[src/rtl/hazard_unit.sv]
// hazard_unit: hazard and forwarding controller that sits beside decode.
// Tracks {valid, dst, isload} for every in-flight instruction past decode,
// derives forwarding selects, load-use stalls, branch flushes and a
// whole-pipe freeze while data memory is busy.
// Optional: define HAZARD_STATS_EN to add StallCount/FlushCount outputs.

// Per-entry source match: one instance per tracked stage.
module hazard_entry_match #(
   parameter int W = 5
) (
   input  logic         vld,
   input  logic [W-1:0] dst,
   input  logic [W-1:0] src_a,
   input  logic [W-1:0] src_b,
   input  logic         use_a,
   input  logic         use_b,
   output logic         hit_a,
   output logic         hit_b
);
   // $0 is hardwired, so it never creates a dependency.
   assign hit_a = vld && (dst == src_a) && (dst != '0) && use_a;
   assign hit_b = vld && (dst == src_b) && (dst != '0) && use_b;
endmodule

module hazard_unit #(
   parameter int REG_ADDR_W = 5,
   parameter int STAGES     = 3,
   parameter int LOAD_LAT   = 1,
   parameter int BR_STAGE   = 2
) (
   input  logic                  CLOCK,
   input  logic                  RESET,
   input  logic                  IssueValid_D,
   input  logic [REG_ADDR_W-1:0] Rs_D,
   input  logic [REG_ADDR_W-1:0] Rt_D,
   input  logic                  UsesRs_D,
   input  logic                  UsesRt_D,
   input  logic [REG_ADDR_W-1:0] Dst_D,
   input  logic                  RegWriteEN_D,
   input  logic                  IsLoad_D,
   input  logic                  BranchTaken,
   input  logic                  MemBusy,
   output logic                  StallF,
   output logic                  StallD,
   output logic                  FlushD,
   output logic                  FlushE,
   output logic [2:0]            FwdA,
   output logic [2:0]            FwdB
`ifdef HAZARD_STATS_EN
   ,
   output logic [31:0]           StallCount,
   output logic [31:0]           FlushCount
`endif
);

   // Entry k describes the instruction currently in stage k.
   logic [STAGES:1]                 vld_pipe;
   logic [STAGES:1]                 ld_pipe;
   logic [STAGES:1][REG_ADDR_W-1:0] dst_pipe;

   logic [STAGES:1] hit_a, hit_b;
   logic            lu_a, lu_b;
   logic            loaduse;
   logic            br_acc;

   for (genvar k = 1; k <= STAGES; k++) begin : g_ent
      hazard_entry_match #(.W(REG_ADDR_W)) u_match (
         .vld   (vld_pipe[k]),
         .dst   (dst_pipe[k]),
         .src_a (Rs_D),
         .src_b (Rt_D),
         .use_a (UsesRs_D),
         .use_b (UsesRt_D),
         .hit_a (hit_a[k]),
         .hit_b (hit_b[k])
      );
   end

   // Youngest match wins: scan oldest to youngest so the smallest k overrides.
   always_comb begin
      FwdA = '0;
      FwdB = '0;
      lu_a = 1'b0;
      lu_b = 1'b0;
      for (int k = STAGES; k >= 1; k--) begin
         if (hit_a[k]) begin
            FwdA = 3'(k);
            lu_a = ld_pipe[k] && (k <= LOAD_LAT);
         end
         if (hit_b[k]) begin
            FwdB = 3'(k);
            lu_b = ld_pipe[k] && (k <= LOAD_LAT);
         end
      end
   end

   assign loaduse = IssueValid_D && (lu_a || lu_b);
   // A branch is only acted on while memory is ready; the source holds it.
   assign br_acc  = BranchTaken && !MemBusy;

   // Control priority: memory freeze, then branch flush, then load-use stall.
   always_comb begin
      StallF = MemBusy || (loaduse && !BranchTaken);
      StallD = MemBusy || (loaduse && !BranchTaken);
      FlushD = br_acc;
      FlushE = br_acc || (loaduse && !MemBusy);
   end

   // Tag pipeline: shift when memory is ready, squash younger-than-branch entries.
   always_ff @(posedge CLOCK) begin
      if (RESET) begin
         vld_pipe <= '0;
         ld_pipe  <= '0;
         dst_pipe <= '0;
      end else if (!MemBusy) begin
         vld_pipe[1] <= IssueValid_D && RegWriteEN_D && !loaduse && !BranchTaken;
         dst_pipe[1] <= Dst_D;
         ld_pipe[1]  <= IsLoad_D;
         for (int k = 1; k < STAGES; k++) begin
            vld_pipe[k+1] <= vld_pipe[k] && !(BranchTaken && (k < BR_STAGE));
            dst_pipe[k+1] <= dst_pipe[k];
            ld_pipe[k+1]  <= ld_pipe[k];
         end
      end
   end

`ifdef HAZARD_STATS_EN
   // Event counters; wrap naturally at 2^32.
   always_ff @(posedge CLOCK) begin
      if (RESET) begin
         StallCount <= '0;
         FlushCount <= '0;
      end else begin
         if (loaduse || MemBusy) StallCount <= StallCount + 32'd1;
         if (br_acc)             FlushCount <= FlushCount + 32'd1;
      end
   end
`endif

endmodule

[config.mk]
export PLATFORM = sky130hd
export DESIGN_NAME = hazard_unit
export DESIGN_NICKNAME = d
export VERILOG_FILES = /design/src/rtl/hazard_unit.sv
export SDC_FILE = /design/constraint.sdc
export NUM_CORES = 1
export LEC_CHECK = 0
export CAP_MARGIN = 25
export CORE_AREA = 2 2 57 59
export DETAILED_ROUTE_END_ITERATION = 10
export DIE_AREA = 0 0 59 61
export HOLD_SLACK_MARGIN = 0.12
export MAX_ROUTING_LAYER = met4
export PLACE_DENSITY = 0.72
export REMOVE_ABC_BUFFERS = 1
export SLEW_MARGIN = 40
export SYNTH_ARGS = -nofsm -noshare
export SYNTH_HDL_FRONTEND = slang
export SYNTH_HIERARCHICAL = 1
export SYNTH_SLANG_ARGS = --single-unit
[constraint.sdc]
create_clock -name CLOCK -period 1.9 [get_ports CLOCK]
set_input_delay 0.38 -clock CLOCK [delete_from_list [all_inputs] [get_ports CLOCK]]
set_output_delay 0.38 -clock CLOCK [all_outputs]
set_load 0.01 [all_outputs]
==> run_results.csv <==
group,metric,value,unit
run_status,outcome,"finished with violations",
run_status,violations,"negative setup slack",
logic_synthesis,synth.ff_latch_count,19,
critical_path,worst_r2r_setup_slack,90,ps
logic_synthesis,post_synth_mux_area_share,14.3,%
route,drtIter0Drc,16,
logic_synthesis,syn-instance-count,135,
timing,fin_ws,-551,ps
critical_path,setup_cp_type,"register to output pin",
timing,setup-violations-final,7,
logic_synthesis,postSynth.asyncResetShare,0,%
layout,layout.buffer.nonclock.area_share,29.6,%
layout,most-common-layout-cells,"sky130_fd_sc_hd__buf_4, sky130_fd_sc_hd__xnor2_1, sky130_fd_sc_hd__nor2_1, sky130_fd_sc_hd__mux2i_1, sky130_fd_sc_hd__clkdlybuf4s50_1",
logic_synthesis,simple_gate_area_share,19.1,%
global_routing,grt_start_max_net_pins,17,
critical_path,cp_slowest_cell,"sky130_fd_sc_hd__or4_4",
critical_path,crit_path_start,"dst_pipe[1]$_SDFFE_PP0N_",
clock_tree,post_cts_resize_count,43,
logic_synthesis,synth_sequential_area_ratio,32.0,%
route,vias,1180,
hold_path,timing.hold.worst_endpoint,"vld_pipe[2]$_SDFFE_PP0N_",
clock_tree,clk_path_buf_depth,2,
placed_design,detailed_place_hpwl,2.70,mm
pwr,p_per_area,477,nW/um2
critical_path,dominant_delay_contributor_by_cell_family_on_the_critical_path,"simple AND/OR/NAND/NOR gates",
logic_synthesis,enable_flop_cells,0,
clock_tree,cts-root-buf,"sky130_fd_sc_hd__clkbuf_4",
critical_path,crit-reg2reg-launch,"dst_pipe[1]$_SDFFE_PP0N_",
layout,area.combinational,841,um2
placed_design,gp_congestion,0.900,
critical_path,worstPathMaxFanout,2,
layout,n_sequential_cell,19,
timing,finalClockPeriodUsage,129,%
logic_synthesis,synthMostInstantiatedCell,"sky130_fd_sc_hd__xnor2_1",
logic_synthesis,postSynthAreaPerCell,8.80,um2
layout,final_layout_top_logic_cell,"sky130_fd_sc_hd__buf_4",
critical_path,crit_buf_inv,2,
timing,fmax,408,MHz
clock_tree,setup_fix_buffers_added_after_clock_tree_synthesis,1,
logic_synthesis,post_synth_instance_area,1190,um2
job,maxCapViolCount,0,
critical_path,critical_path_cell_count,7,
logic_synthesis,xor_xnor_area_share,22.1,%
logic_synthesis,yosysCellCount,135,
timing,final.setup.tns,-2700,ps
hold_path,min_path_cells,2,
job,log.warning_count,27,
hold_path,timing.hold.worst.class,"register to register",
critical_path,rr_endpoint,"vld_pipe[1]$_SDFFE_PP0N_",
-- sequential cells by signal (all words and copies together), names as in the netlist --
name / cells
dst_pipe: 15
vld_pipe: 3
ld_pipe: 1
-- per-stage QoR --
step	utilization (%)	total power, mW	instance area [um2]
global placement	58.2	0.663	1720
floorplan	-	0.526	1130
global route	63.0	0.941	1860
detailed placement	58.2	0.672	1720
CTS	59.8	0.891	1770
finish	63.0	0.888	1860
-- metal layers --
layer,global-route usage (%),vias up,wire (um)
li1,-,575,-
met1,23.1,566,1360
met2,39.2,35,1880
met3,2.99,4,184
met4,6.17,0,27
met5,-,-,0
-- power by group --
group | internal, mW | switching [mW]
registers | 0.413 | 0.0160
clock network | 0.0784 | 0.133
logic | 0.143 | 0.105
total | 0.635 | 0.253
**Pin placement**

Pins as bars across the die edge, other pins in grey.
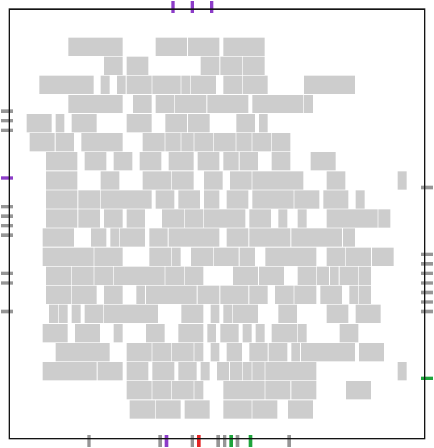
[`FwdB`] green | pins: 3 | direction: output | edge: 2 south, 1 east
[`Rt_D`] purple | pins: 5 | direction: input | edge: 3 north, 1 south, 1 west
[`UsesRt_D`] red | pins: 1 | direction: input | edge: south
all pins by edge: 11 west, 11 south, 9 east, 3 north
number of buffer cells added on primary ports: 31
die width: 59 um

**Placed standard cells**

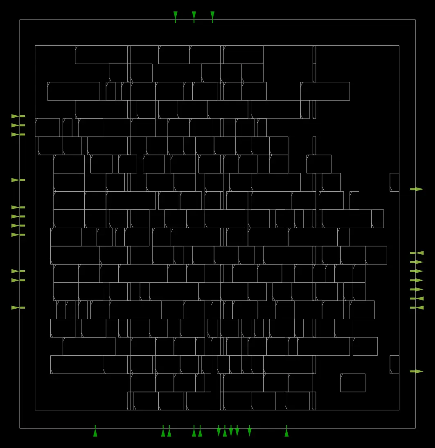
Floorplan Core Area: 2950 um2
row count: 20
non-filler cells in the finished layout: 229
fill count: 252

**Wiring by layer**

The bar under the picture is 20 um long.
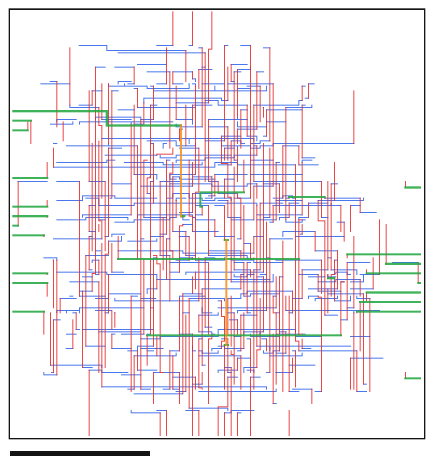
[metal 4] orange | wire length: 27.9 um
[metal 3] green | wire length: 185 um
[metal 1] blue | wire length: 1360 um
[metal 2] red | wire length: 1880 um
Final Routed Wirelength: 3.45 mm
DR WL/cell: 15.1 um

**Routed clock nets over the placement**

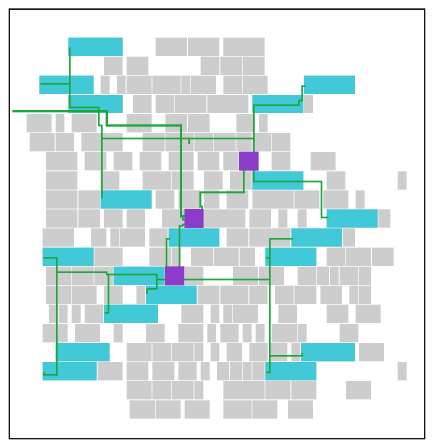
[flip-flops] cyan | count: 19
[clock drivers] purple | count: 3
[clock wires] green | length: 251 um
flops lie: spread over the die

**Nets reached from selected ports**

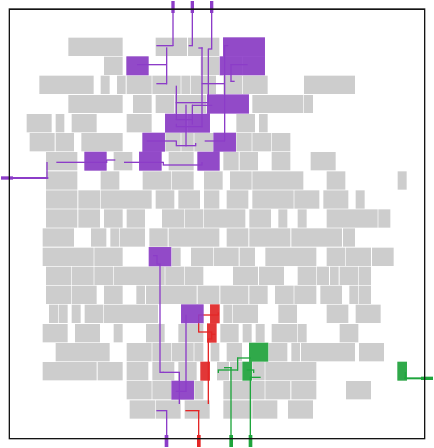
[`Rt_D`] purple | bits: 5 | direction: input | edge: 3 north, 1 south, 1 west | end cells: 15 | buffers: 10 | wire: 178 um
[`UsesRt_D`] red | bits: 1 | direction: input | edge: south | end cells: 3 | buffers: 1 | wire: 23.9 um
[`FwdB`] green | bits: 3 | direction: output | edge: 2 south, 1 east | end cells: 3 | buffers: 2 | wire: 31.1 um
I/O pin cnt: 34

No activity file was given, so power comes from the tool's default toggle rates.
